`config.mk`:
```
export PLATFORM = sky130hd
export DESIGN_NAME = sram_scan_sequencer
export DESIGN_NICKNAME = d
export VERILOG_FILES = /design/src/rtl/sram_scan_pkg.sv /design/src/rtl/sram_scan_shreg.sv /design/src/rtl/sram_scan_sequencer.sv
export SDC_FILE = /design/constraint.sdc
export NUM_CORES = 1
export LEC_CHECK = 0
export CORE_MARGIN = 2
export CORE_UTILIZATION = 48
export CTS_CLUSTER_DIAMETER = 200
export DETAILED_ROUTE_END_ITERATION = 10
export PLACE_DENSITY = 0.77
export SYNTH_ARGS = -nofsm -noshare
export SYNTH_HDL_FRONTEND = slang
export SYNTH_HIERARCHICAL = 1
export SYNTH_SLANG_ARGS = --single-unit
export TNS_END_PERCENT = 30
```
`constraint.sdc`:
```
create_clock -name clk -period 1.6 [get_ports clk]
set_input_delay 0.24 -clock clk [delete_from_list [all_inputs] [get_ports clk]]
set_output_delay 0.24 -clock clk [all_outputs]
set_load 0.01 [all_outputs]
```
`src/rtl/sram_scan_pkg.sv`:
```
// sram_scan_pkg: scan frame layout, FSM state codes and command frame packing
package sram_scan_pkg;
  localparam int FRAME_W = 112;
  localparam int SEL_MSB = 111;
  localparam int SEL_LSB = 108;
  localparam int ADDR0_MSB = 107;
  localparam int ADDR0_LSB = 92;
  localparam int DIN0_MSB = 91;
  localparam int DIN0_LSB = 60;
  localparam int CSB0 = 59;
  localparam int WEB0 = 58;
  localparam int ADDR1_MSB = 53;
  localparam int ADDR1_LSB = 38;
  localparam int DIN1_MSB = 37;
  localparam int DIN1_LSB = 6;
  localparam int CSB1 = 5;
  localparam int WEB1 = 4;
  localparam logic [2:0] IDLE = 3'd0;
  localparam logic [2:0] SHIFT_IN = 3'd1;
  localparam logic [2:0] ACCESS = 3'd2;
  localparam logic [2:0] GAP = 3'd3;
  localparam logic [2:0] CAPTURE = 3'd4;
  localparam logic [2:0] LOAD = 3'd5;
  localparam logic [2:0] SHIFT_OUT = 3'd6;
  localparam logic [2:0] DONE = 3'd7;
  function automatic logic [FRAME_W-1:0] pack_frame(
    input logic [3:0] sel,
    input logic [15:0] addr0,
    input logic [31:0] din0,
    input logic csb0,
    input logic web0,
    input logic [15:0] addr1,
    input logic [31:0] din1,
    input logic csb1,
    input logic web1
  );
    return {sel, addr0, din0, csb0, web0, 4'hF, addr1, din1, csb1, web1, 4'hF};
  endfunction
endpackage

```
`src/rtl/sram_scan_shreg.sv`:
```
// sram_scan_shreg: rotating tx frame register, rx capture register and bit counter
module sram_scan_shreg
  import sram_scan_pkg::*;
(
  input  logic               clk,
  input  logic               resetn,
  input  logic               load,
  input  logic               tx_shift,
  input  logic               rx_shift,
  input  logic               cnt_clr,
  input  logic               scan_out,
  input  logic [FRAME_W-1:0] frame_in,
  output logic [FRAME_W-1:0] tx_frame,
  output logic [FRAME_W-1:0] rx_frame,
  output logic [6:0]         cnt,
  output logic               tc
);
  logic [FRAME_W-1:0] tx_q, tx_d, rx_q, rx_d;
  logic [6:0] cnt_q, cnt_d;
  always_comb begin
    tx_d = load ? frame_in : tx_shift ? {tx_q[FRAME_W-2:0], tx_q[FRAME_W-1]} : tx_q;
    rx_d = load ? '0 : rx_shift ? {rx_q[FRAME_W-2:0], scan_out} : rx_q;
    cnt_d = cnt_clr ? '0 : cnt_q + 7'd1;
  end
  always_ff @(posedge clk or negedge resetn) begin
    if (!resetn) begin
      tx_q <= '0;
      rx_q <= '0;
      cnt_q <= '0;
    end else begin
      tx_q <= tx_d;
      rx_q <= rx_d;
      cnt_q <= cnt_d;
    end
  end
  assign tx_frame = tx_q;
  assign rx_frame = rx_q;
  assign cnt = cnt_q;
  assign tc = cnt_q == 7'(FRAME_W - 1);
endmodule

```
`src/rtl/sram_scan_sequencer.sv`:
```
// sram_scan_sequencer: serialises SRAM commands onto the harness scan chain and returns the read-back frame
module sram_scan_sequencer
  import sram_scan_pkg::*;
#(
  parameter int GAP_CYCLES = 1
) (
  input  logic               clk,
  input  logic               resetn,
  input  logic               cmd_valid,
  output logic               cmd_ready,
  input  logic               cmd_read,
  input  logic [FRAME_W-1:0] cmd_frame,
  output logic               scan_in,
  output logic               scan_en,
  output logic               sram_load,
  output logic               global_csb,
  input  logic               scan_out,
  output logic               rsp_valid,
  input  logic               rsp_ready,
  output logic [FRAME_W-1:0] rsp_frame,
  output logic [31:0]        rsp_dout0,
  output logic [31:0]        rsp_dout1,
  output logic               rsp_echo_err,
  output logic               rsp_data_err,
  output logic               busy
);
  logic [2:0] state_q, state_d;
  logic read_q, read_d, rsp_valid_q, rsp_valid_d;
  logic echo_err_q, echo_err_d, data_err_q, data_err_d;
  logic [FRAME_W-1:0] rsp_frame_q, rsp_frame_d, tx_frame, rx_frame, echo_mask;
  logic [6:0] cnt;
  logic tc, accept, capture, gap_done, rd0, rd1;
  assign accept = state_q == IDLE && cmd_valid;
  assign capture = state_q == DONE && !rsp_valid_q;
  assign gap_done = cnt == 7'(GAP_CYCLES - 1);
  assign rd0 = !tx_frame[CSB0] && tx_frame[WEB0];
  assign rd1 = !tx_frame[CSB1] && tx_frame[WEB1];
  sram_scan_shreg u_shreg (
    .clk      (clk),
    .resetn   (resetn),
    .load     (accept),
    .tx_shift (state_q == SHIFT_IN),
    .rx_shift (state_q == SHIFT_OUT),
    .cnt_clr  (accept || state_q == ACCESS || state_q == LOAD),
    .scan_out (scan_out),
    .frame_in (cmd_frame),
    .tx_frame (tx_frame),
    .rx_frame (rx_frame),
    .cnt      (cnt),
    .tc       (tc)
  );
  always_comb begin
    state_d = state_q;
    case (state_q)
      IDLE:      state_d = cmd_valid ? SHIFT_IN : IDLE;
      SHIFT_IN:  state_d = tc ? ACCESS : SHIFT_IN;
      ACCESS:    state_d = read_q ? CAPTURE : GAP;
      GAP:       state_d = gap_done ? DONE : GAP;
      CAPTURE:   state_d = gap_done ? LOAD : CAPTURE;
      LOAD:      state_d = SHIFT_OUT;
      SHIFT_OUT: state_d = tc ? DONE : SHIFT_OUT;
      DONE:      state_d = rsp_valid_q && rsp_ready ? IDLE : DONE;
      default:   state_d = IDLE;
    endcase
  end
  always_comb begin
    echo_mask = '1;
    if (rd0) echo_mask[DIN0_MSB:DIN0_LSB] = '0;
    if (rd1) echo_mask[DIN1_MSB:DIN1_LSB] = '0;
    read_d = accept ? cmd_read : read_q;
    rsp_valid_d = capture || (rsp_valid_q && !rsp_ready);
    rsp_frame_d = capture ? rx_frame : rsp_frame_q;
    echo_err_d = capture ? read_q && |((rx_frame ^ tx_frame) & echo_mask) : echo_err_q;
    data_err_d = capture ? read_q && ((rd0 && rx_frame[DIN0_MSB:DIN0_LSB] != tx_frame[DIN0_MSB:DIN0_LSB]) ||
                                      (rd1 && rx_frame[DIN1_MSB:DIN1_LSB] != tx_frame[DIN1_MSB:DIN1_LSB]))
                         : data_err_q;
  end
  always_ff @(posedge clk or negedge resetn) begin
    if (!resetn) begin
      state_q <= IDLE;
      read_q <= 1'b0;
      rsp_valid_q <= 1'b0;
      rsp_frame_q <= '0;
      echo_err_q <= 1'b0;
      data_err_q <= 1'b0;
    end else begin
      state_q <= state_d;
      read_q <= read_d;
      rsp_valid_q <= rsp_valid_d;
      rsp_frame_q <= rsp_frame_d;
      echo_err_q <= echo_err_d;
      data_err_q <= data_err_d;
    end
  end
  assign cmd_ready = state_q == IDLE;
  assign busy = state_q != IDLE;
  assign scan_en = state_q == SHIFT_IN || state_q == SHIFT_OUT;
  assign scan_in = state_q == SHIFT_IN && tx_frame[FRAME_W-1];
  assign sram_load = state_q == LOAD;
  assign global_csb = state_q != ACCESS;
  assign rsp_valid = rsp_valid_q;
  assign rsp_frame = rsp_frame_q;
  assign rsp_dout0 = rsp_frame_q[DIN0_MSB:DIN0_LSB];
  assign rsp_dout1 = rsp_frame_q[DIN1_MSB:DIN1_LSB];
  assign rsp_echo_err = echo_err_q;
  assign rsp_data_err = data_err_q;
endmodule
```
**Run 1: selected gate families**

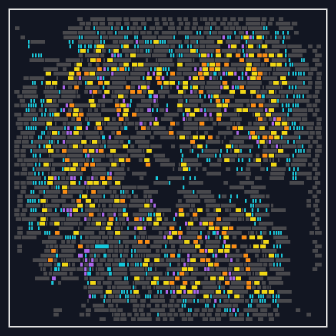
| family | color | cells |
|---|---|---|
| inverting AOI/OAI gates | purple | 128 |
| multiplexers | yellow | 227 |
| NAND gates | cyan | 475 |
| XOR/XNOR gates | orange | 115 |
Non-Filler Instances: 2527
Comb area share: 29.8%

**Run 1: placed cells, one color a class**

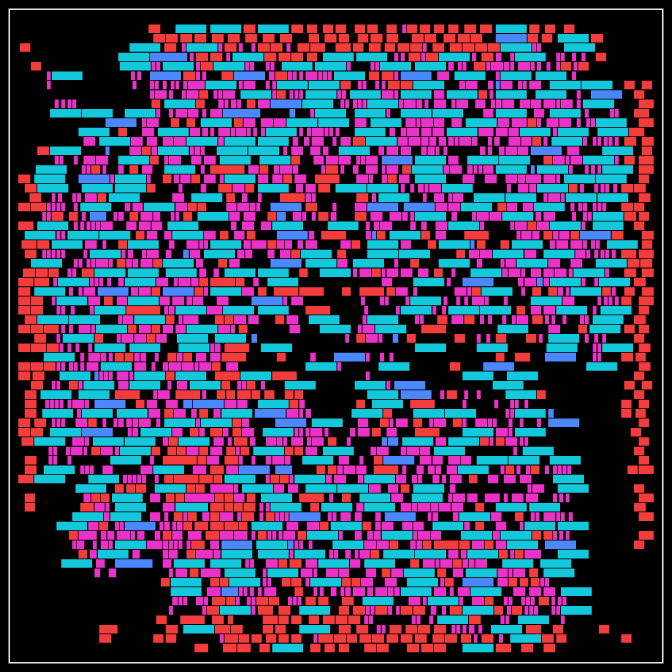
| class | color | cells |
|---|---|---|
| clock drivers and dummy loads | blue | 62 |
| other buffers and delay cells | red | 545 |
| flip-flops | cyan | 350 |
| all other logic | magenta | 1121 |
Core Area: 33600 sq um
Seq area share: 39.1%

**Run 1: sequential cells colored by netlist name**

Other sequential cells in the stronger gray, the rest of the logic in the fainter gray.
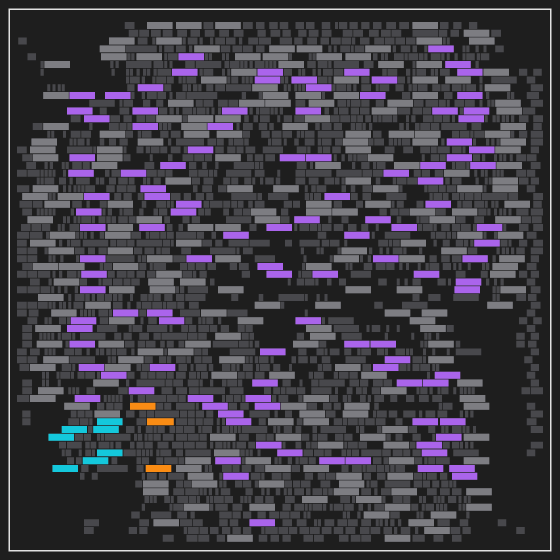
| name in the netlist | color | placed flops |
|---|---|---|
| `u_shreg/rx_frame` | purple | 112 |
| `state_q` | orange | 3 |
| `u_shreg/cnt` | cyan | 7 |
not colored: 228

**Run 1: clock nets**

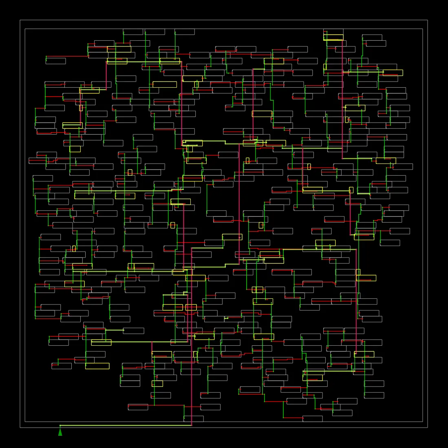
clock sinks: 350
worst clock skew: 22.5 ps
Clock group: 8.52 mW
clk_buf instances: 48

==> run summary, run 1 <==
fresh numbers from the pnr run: run status=finished, violations left, Max Clk Rate=0.522 GHz, die width=189 um, FFs w/ async S/R, synth=100%, Init Core Util=48.9%, VDD IR max=1080 uV, Clock power frac=17.7%, sw frac=38.4%, violations in the final reports=negative setup slack, Synthesis Warnings=6, GPL Wtd Cong=0.847, CP max stage cell=dfrtp_2, CP Data Arrival Time=1670 ps, setup ws final=-315 ps, Post-DP Area=20900 sq um, logic area=6670 sq um, Top cells by area=dfrtp_1, mux2i_1, nand2_1, area leader, netlist=dfrtp_1, endpoints failing setup=226, Top Family by Delay on Critical Path=flip-flops, sequential power=16.8 mW, fa+ha+maj area frac=0.0761%, crit-path cells=buf_6 -> buf_4 -> nor2_4 -> or2_1 -> buf_2, Primary FF master, synth=dfrtp_1
-- run 1: timing repair --
item / 4_1_cts / 5_1_grt
cloned: 1 / 0
resized: 159 / 52
hold endpoints to repair: 171 / 0
hold buffers: 1 / 0
pin swaps: 20 / 13
setup endpoints to repair: 415 / 423
setup buffers: 25 / 4
-- run 1: per-layer routing --
layer | track usage (%) | wire length (um)
met2 | 41.0 | 21700
met4 | 9.95 | 1570
met5 | 0 | 0
met1 | 34.1 | 19500
met3 | 3.17 | 2050
-- run 1: flip-flops by register name, indices dropped and copies added, names as in the netlist --
signal,flops
u_shreg/tx_frame,112
u_shreg/cnt,7
rsp_valid,1
u_shreg/rx_frame,112
read_q,1
rsp_data_err,1
state_q,3
rsp_frame,112
rsp_echo_err,1
--- run 2 (diff from run 1) ---
--- a/config.mk
+++ b/config.mk
@@ -6,10 +6,10 @@
 export NUM_CORES = 1
 export LEC_CHECK = 0
 export CORE_MARGIN = 2
-export CORE_UTILIZATION = 48
+export CORE_UTILIZATION = 53
 export CTS_CLUSTER_DIAMETER = 200
 export DETAILED_ROUTE_END_ITERATION = 10
-export PLACE_DENSITY = 0.77
+export PLACE_DENSITY = 0.81
 export SYNTH_ARGS = -nofsm -noshare
 export SYNTH_HDL_FRONTEND = slang
 export SYNTH_HIERARCHICAL = 1
==> constraint.sdc (replaced) <==
create_clock -name clk -period 2 [get_ports clk]
set_input_delay 0.3 -clock clk [delete_from_list [all_inputs] [get_ports clk]]
set_output_delay 0.3 -clock clk [all_outputs]
set_load 0.01 [all_outputs]
**Run 2: clock nets**

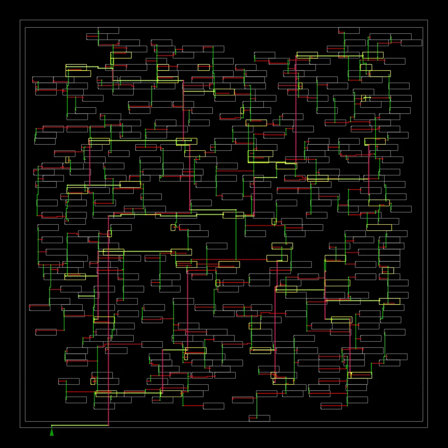
Clock group: 6.74 mW
clk latency late pin: 500 ps
flop count: 350
CTS Buf Count: 36
worst clock skew: 8.68 ps

==> run 2 against run 1 <==
- the run still ends with negative setup slack left
- area after synthesis unchanged
- non-clock buffer count decreased by 188
- worst setup slack improved by 290 ps
- final area shrank 7.3%
- sequential share of layout area rose by 3.1 points
- final cell count down 9.6%
- critical path type unchanged
- critical endpoint is now scan_in
- largest cell class unchanged
- highest routed layer unchanged
==> run summary, run 2 <==
fresh numbers from the pnr run: GRT busiest layer=met2, VDD IR max=842 uV, crit-path cells=nor3b_4 -> and2_1 -> dlygate4sd2_1, post-CTS setup buffer count=6, GR Util met3=3.86%, FFs w/ async S/R, synth=100%, post_cts resized=12, violations in the final reports=negative setup slack, setup ws final=-24.5 ps, endpoints failing setup=2, Max Clk Rate=0.494 GHz, Init Core Util=53.7%, GPL Wtd Cong=0.857, Synthesis Warnings=6, M1 GR Usage=34.7%, Core Area=30600 sq um, die width=180 um, fa+ha+maj area frac=0.0761%, Highest Signal Layer=met4, run status=finished, violations left, CP Data Arrival Time=1720 ps, GR Util met2=42.2%
**Run 2: sequential cells colored by netlist name**

Other sequential cells in the stronger gray, the rest of the logic in the fainter gray.
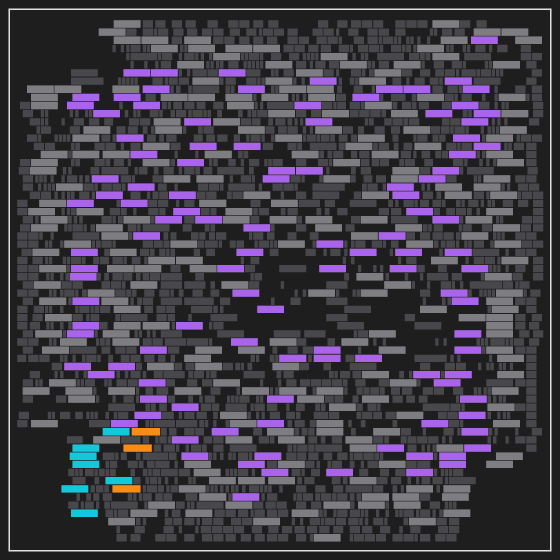
| name in the netlist | color | placed flops |
|---|---|---|
| `state_q` | orange | 3 |
| `u_shreg/rx_frame` | purple | 112 |
| `u_shreg/cnt` | cyan | 7 |
not colored: 228
Seq area share: 42.2%
Seq. cell area: 8760 sq um
Post-Route Utilization: 67.9%
sequential power: 14.2 mW

==> run 2: area by class of cell <==
type / instances / area [sq um] / area share (%)
diodes: 2 / 5.00 / 0.0241
clock buffers: 48 / 1020 / 4.90
clock inverters: 11 / 155 / 0.747
inverters: 6 / 30.0 / 0.145
multi-input cells: 1115 / 6590 / 31.7
flip-flops and latches: 350 / 8760 / 42.2
well taps: 396 / 495 / 2.39
repair buffers: 357 / 3720 / 17.9
==> run 2: where the power goes <==
part | switching, mW | internal, mW | leakage (nW)
registers | 3.57 | 10.6 | 3.97
logic | 7.76 | 7.75 | 4.13
clock network | 2.67 | 4.07 | 0.583
Power is estimated from default activity; no workload was simulated.
